===== src/rtl/mips_pkg.sv =====
// Shared types and constants for the MIPS instruction fetch stage.
package mips_pkg;

  localparam logic [31:0] MIPS_RESET_VECTOR = 32'hBFC00000;

  typedef enum logic [1:0] {
    RUN       = 2'd0,
    HALT_SLOT = 2'd1,
    HALTED    = 2'd2
  } fetch_state_t;

endpackage


===== src/rtl/mips_fetch.sv =====
// Instruction fetch stage: PC register, one-entry pending redirect, IF/ID
// register and halt sequencing triggered by a redirect to address zero.
module mips_fetch
  import mips_pkg::*;
#(
  parameter logic [31:0] RESET_VECTOR = MIPS_RESET_VECTOR
) (
  input  logic        clk,
  input  logic        reset,
  output logic [31:0] instr_address,
  input  logic [31:0] instr_readdata,
  input  logic        redirect_valid,
  input  logic [31:0] redirect_target,
  output logic        if_valid,
  input  logic        id_ready,
  output logic [31:0] if_instr,
  output logic [31:0] if_pc,
  output logic        active
);

  // Handshake: the IF/ID register transfers to decode on a cycle where
  // if_valid=1 and id_ready=1; while if_valid=1 and id_ready=0 every
  // fetch-side register holds.

  fetch_state_t state, state_next;
  logic [31:0]  pc;
  logic         pend_valid;
  logic [31:0]  pend_target;

  logic         advance;
  logic         take_redirect;
  logic         redirect_hit;
  logic [31:0]  redirect_pc;
  logic [31:0]  next_pc;

  assign instr_address = pc;
  assign active        = (state != HALTED);

  always_comb begin
    advance       = active && (!if_valid || id_ready);
    take_redirect = redirect_valid && (state == RUN);
    redirect_hit  = pend_valid || take_redirect;
    redirect_pc   = pend_valid ? pend_target : redirect_target;
    next_pc       = redirect_hit ? redirect_pc : pc + 32'd4;
  end

  // A halt redirect that arrives with an advance has its delay slot loaded by
  // that same advance, so it goes straight to HALTED. One arriving during a
  // stall parks in HALT_SLOT until the slot fetch completes.
  always_comb begin
    state_next = state;
    case (state)
      RUN: begin
        if (advance && redirect_hit && (redirect_pc == 32'h0))
          state_next = HALTED;
        else if (!advance && take_redirect && (redirect_target == 32'h0))
          state_next = HALT_SLOT;
      end
      HALT_SLOT: if (advance) state_next = HALTED;
      HALTED:    state_next = HALTED;
      default:   state_next = RUN;
    endcase
  end

  always_ff @(posedge clk or posedge reset) begin
    if (reset) state <= RUN;
    else       state <= state_next;
  end

  always_ff @(posedge clk or posedge reset) begin
    if (reset) begin
      pc          <= RESET_VECTOR;
      if_valid    <= 1'b0;
      if_instr    <= 32'h0;
      if_pc       <= 32'h0;
      pend_valid  <= 1'b0;
      pend_target <= 32'h0;
    end else if (advance) begin
      if_instr   <= instr_readdata;
      if_pc      <= pc;
      if_valid   <= 1'b1;
      pc         <= next_pc;
      pend_valid <= 1'b0;
    end else begin
      // Without an advance, id_ready=1 only occurs once halted: drain the slot.
      if (id_ready) if_valid <= 1'b0;
      if (take_redirect) begin
        pend_valid  <= 1'b1;
        pend_target <= redirect_target;
      end
    end
  end

endmodule


===== config.mk =====
export PLATFORM = sky130hd
export DESIGN_NAME = mips_fetch
export DESIGN_NICKNAME = d
export VERILOG_FILES = /design/src/rtl/mips_pkg.sv /design/src/rtl/mips_fetch.sv
export SDC_FILE = /design/constraint.sdc
export NUM_CORES = 1
export LEC_CHECK = 0
export ABC_AREA = 1
export ABC_CLOCK_PERIOD_IN_PS = 6790
export CAP_MARGIN = 30
export CORE_MARGIN = 3
export CORE_UTILIZATION = 55
export CTS_BUF_LIST = sky130_fd_sc_hd__clkbuf_8
export CTS_CLUSTER_DIAMETER = 100
export DETAILED_ROUTE_END_ITERATION = 12
export PLACE_DENSITY = 0.88
export SYNTH_ARGS = -nofsm -noshare
export SYNTH_HDL_FRONTEND = slang
export SYNTH_SLANG_ARGS = --single-unit

===== constraint.sdc =====
create_clock -name clk -period 6.79 [get_ports clk]
set_input_delay 1.358 -clock clk [delete_from_list [all_inputs] [get_ports clk]]
set_output_delay 1.358 -clock clk [all_outputs]
set_load 0.1 [all_outputs]

Fig. 1: cell sizes after repair
(4 px per um)
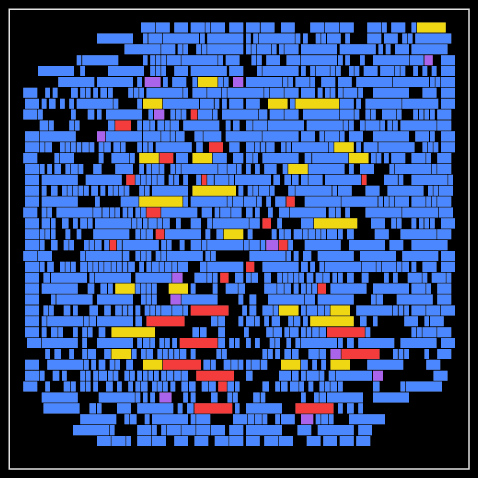
yellow -> _6 and larger  # cells 24, share 2.4%
purple -> _3 and _4 cells  # cells 12, share 1.2%
blue -> _0 and _1 cells  # cells 948, share 94%
red -> _2 cells  # cells 26, share 2.6%
fin area: 8663 um^2
setup ws final: 2.862 ns
Area Overhead vs Synth: 33.69%
nonclk buf count: 170

==> results_dict.tcl <==
# place-and-route summary
set metrics [dict create \
    netlist_instances 845 \
    drv_cap 0 \
    place_area_um2 8190 \
    drt_iter0_drc 645 \
    synth_area_per_cell_um2 7.669 \
    grt.overflow.total 0 \
    clkLatencyLatePin_ns 0.44 \
    dp_cells 1121 \
    dr.pass1.iters 5 \
    grt_pass1_vias 5753 \
    gr-usage-all-layers_pct 27.29 \
    tightest_slew_ns 1.023 \
    xor_share_pct 0.2703 \
    grt_pass1_wl_mm 28.48 \
    seq_area_um2 3314 \
    cts.clk_slew.worst_paths_ns 0.08 \
    fin_worst_skew_ns 0.01017 \
    setup_viol 0 \
    numCtsBuffers 17 \
    hp-class "reg2reg" \
    comb_area_um2 2634 \
    fin_crit_sh_pct 57.84 \
    postCtsSetupRepairBufs 0 \
    fmax_mhz 254.6 \
    cts_root_buffer "clkbuf_8" \
    cp_slowest_cell "inv_1" \
    ys.flops 132 \
    io_pins 166 \
    slew_viol_final 0 \
    reg2reg_from "pend_valid$_DFFE_PP0P_" \
    hpwlAfterDp_mm 12.62 \
    place_ws_ns 2.533 \
    synthTopCellsByArea "dfrtp_1, nand2_1, o21ai_0" \
    ys_sh_adder_pct 0.9654 \
    worstSetupEndpointType "flop" \
    synth_warnings 0 \
    htreeDepth 4 \
    drc_errors 0 \
    yosys.area_share.aoi_pct 11.72 \
    die_h_um 114.5 \
    hold_buffers 0 \
    mostFrequentLayoutCells "nand2_1, clkdlybuf4s50_1, dfrtp_1" \
    layout_top_cell "nand2_1" \
    cp.arrival_ns 4.25 \
    path_class "in2reg" \
    startpoint_type "input pin" \
    cts-resized-gates 0 \
    rsz0062_at_grt "false" \
    cts_max_path_buffers 2 \
    startpoint "redirect_valid" \
    cpPeakStageDelay_ns 0.85 \
    slew_headroom_pct 31.58 \
    detail_route.vias_per_cell 5.386 \
    die_x_um 114.5 \
    outcome "completed" \
    path_delay_family "buffers and inverters" \
    holdWs_ns 0.4827 \
    critPathMaxFanout 29 \
    cts.sinks 132 \
    fin_util_pct 75.55 \
    fp_nets 918 \
    num_vias 6210 \
    simple_gate_share_pct 27.44 \
    port_buffers 165 \
    report.final.hold_viol_count 0 \
    period_minus_slack_ns 3.928 \
    synth_top_area_share_pct 47.50 \
    fp-row-count 39 \
    core_um2 11470 \
    hp-start "if_instr[2]$_DFFE_PP0P_" \
    ys_types 39 \
    top_area_cell "dfrtp_1" \
    antenna_found_initial 0 \
    fin_nets 1070 \
    wl_per_cell_um 15.43 \
    dieArea_um2 13120 \
    top_logic_kind "simple AND/OR/NAND/NOR gates" \
    diodes 0 \
    ant_nets 0 \
    ys_cells 845 \
    log.warning_count 29 \
    grt_start_max_net_pins 71 \
    fp_util_pct 56.51 \
    cts_tree "yes" \
    tns_ns 0 \
    synthMuxAreaShare_pct 0.1738 \
    crit_chain "clkdlybuf4s50_1 > nand2_1 > nand2_1 > nand3_1 > inv_1 > a211oi_1 > a211oi_1" \
    required_ns 7.12 \
    wirelength_mm 17.79 \
    synth_area_um2 6480 \
    cp.buffers_inverters 2 \
    synth_seq_share_pct 51.15 \
    ys_area_um2 6480 \
    routabilityCongestion 0.9214 \
    drive_gt1_share_pct 6.139 \
]
Fig. 2: placement view
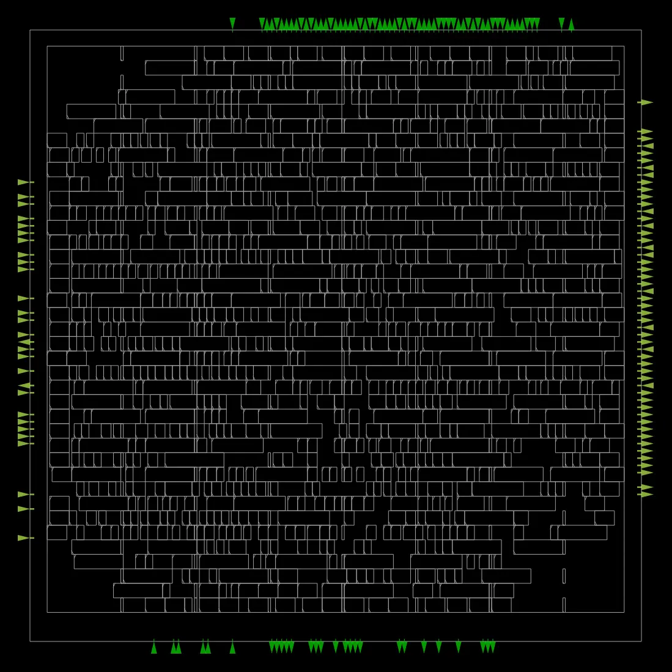
Finished Layout Cells: 1,153
Fill cells: 822
tap cell count: 143

## area by class of cell
cell class	instances	share of cell area, %
inverter	95	4.174
tap	143	2.065
timing repair buffer	170	19.64
sequential	132	38.26
clock inverter	15	2.759
multi-input combinational	581	30.40
clock buffer	17	2.701
## sequential cells by signal, indices dropped and copies added, names as in the netlist
signal / count
if_valid: 1
if_instr: 32
instr_address: 32
pend_target: 32
if_pc: 32
pend_valid: 1
state: 2
## cell usage after synthesis (all sizes together)
cell,count
o22ai,3
o31ai,1
dfstp,9
a211oi,10
o221ai,2
o41ai,1
nand3b,1
a221oi,2
a21oi,14
o211ai,1
nand4,12
mux2,1
a22oi,7
nor3b,1
xor2,2
o32ai,1
nor4,6
nor2,57
clkbuf,22
clkinv,1
nor3,14
buf,15
nand3,19
inv,94
ha,5
nand2,328
a31oi,5
a311oi,1
dfrtp,123
o21ai,87
## path summary, 6_finish.rpt
check	slack, ns	cells past startpoint	end
max	2.86	7	instr_address[7]$_DFFE_PP0P_
min	0.48	2	if_instr[2]$_DFFE_PP0P_
max reg2reg	3.44	7	instr_address[7]$_DFFE_PP0P_
min reg2reg	0.48	2	if_instr[2]$_DFFE_PP0P_
max in group asynchronous	4.13	4	if_instr[31]$_DFFE_PP0P_
min in group asynchronous	1.30	2	if_instr[12]$_DFFE_PP0P_
## layer usage
layer	GRT usage (%)	part of all wire, %
met1	38.69	42
met2	41.68	46
met3	5.233	8.8
met4	10.61	2.6
met5	0	0
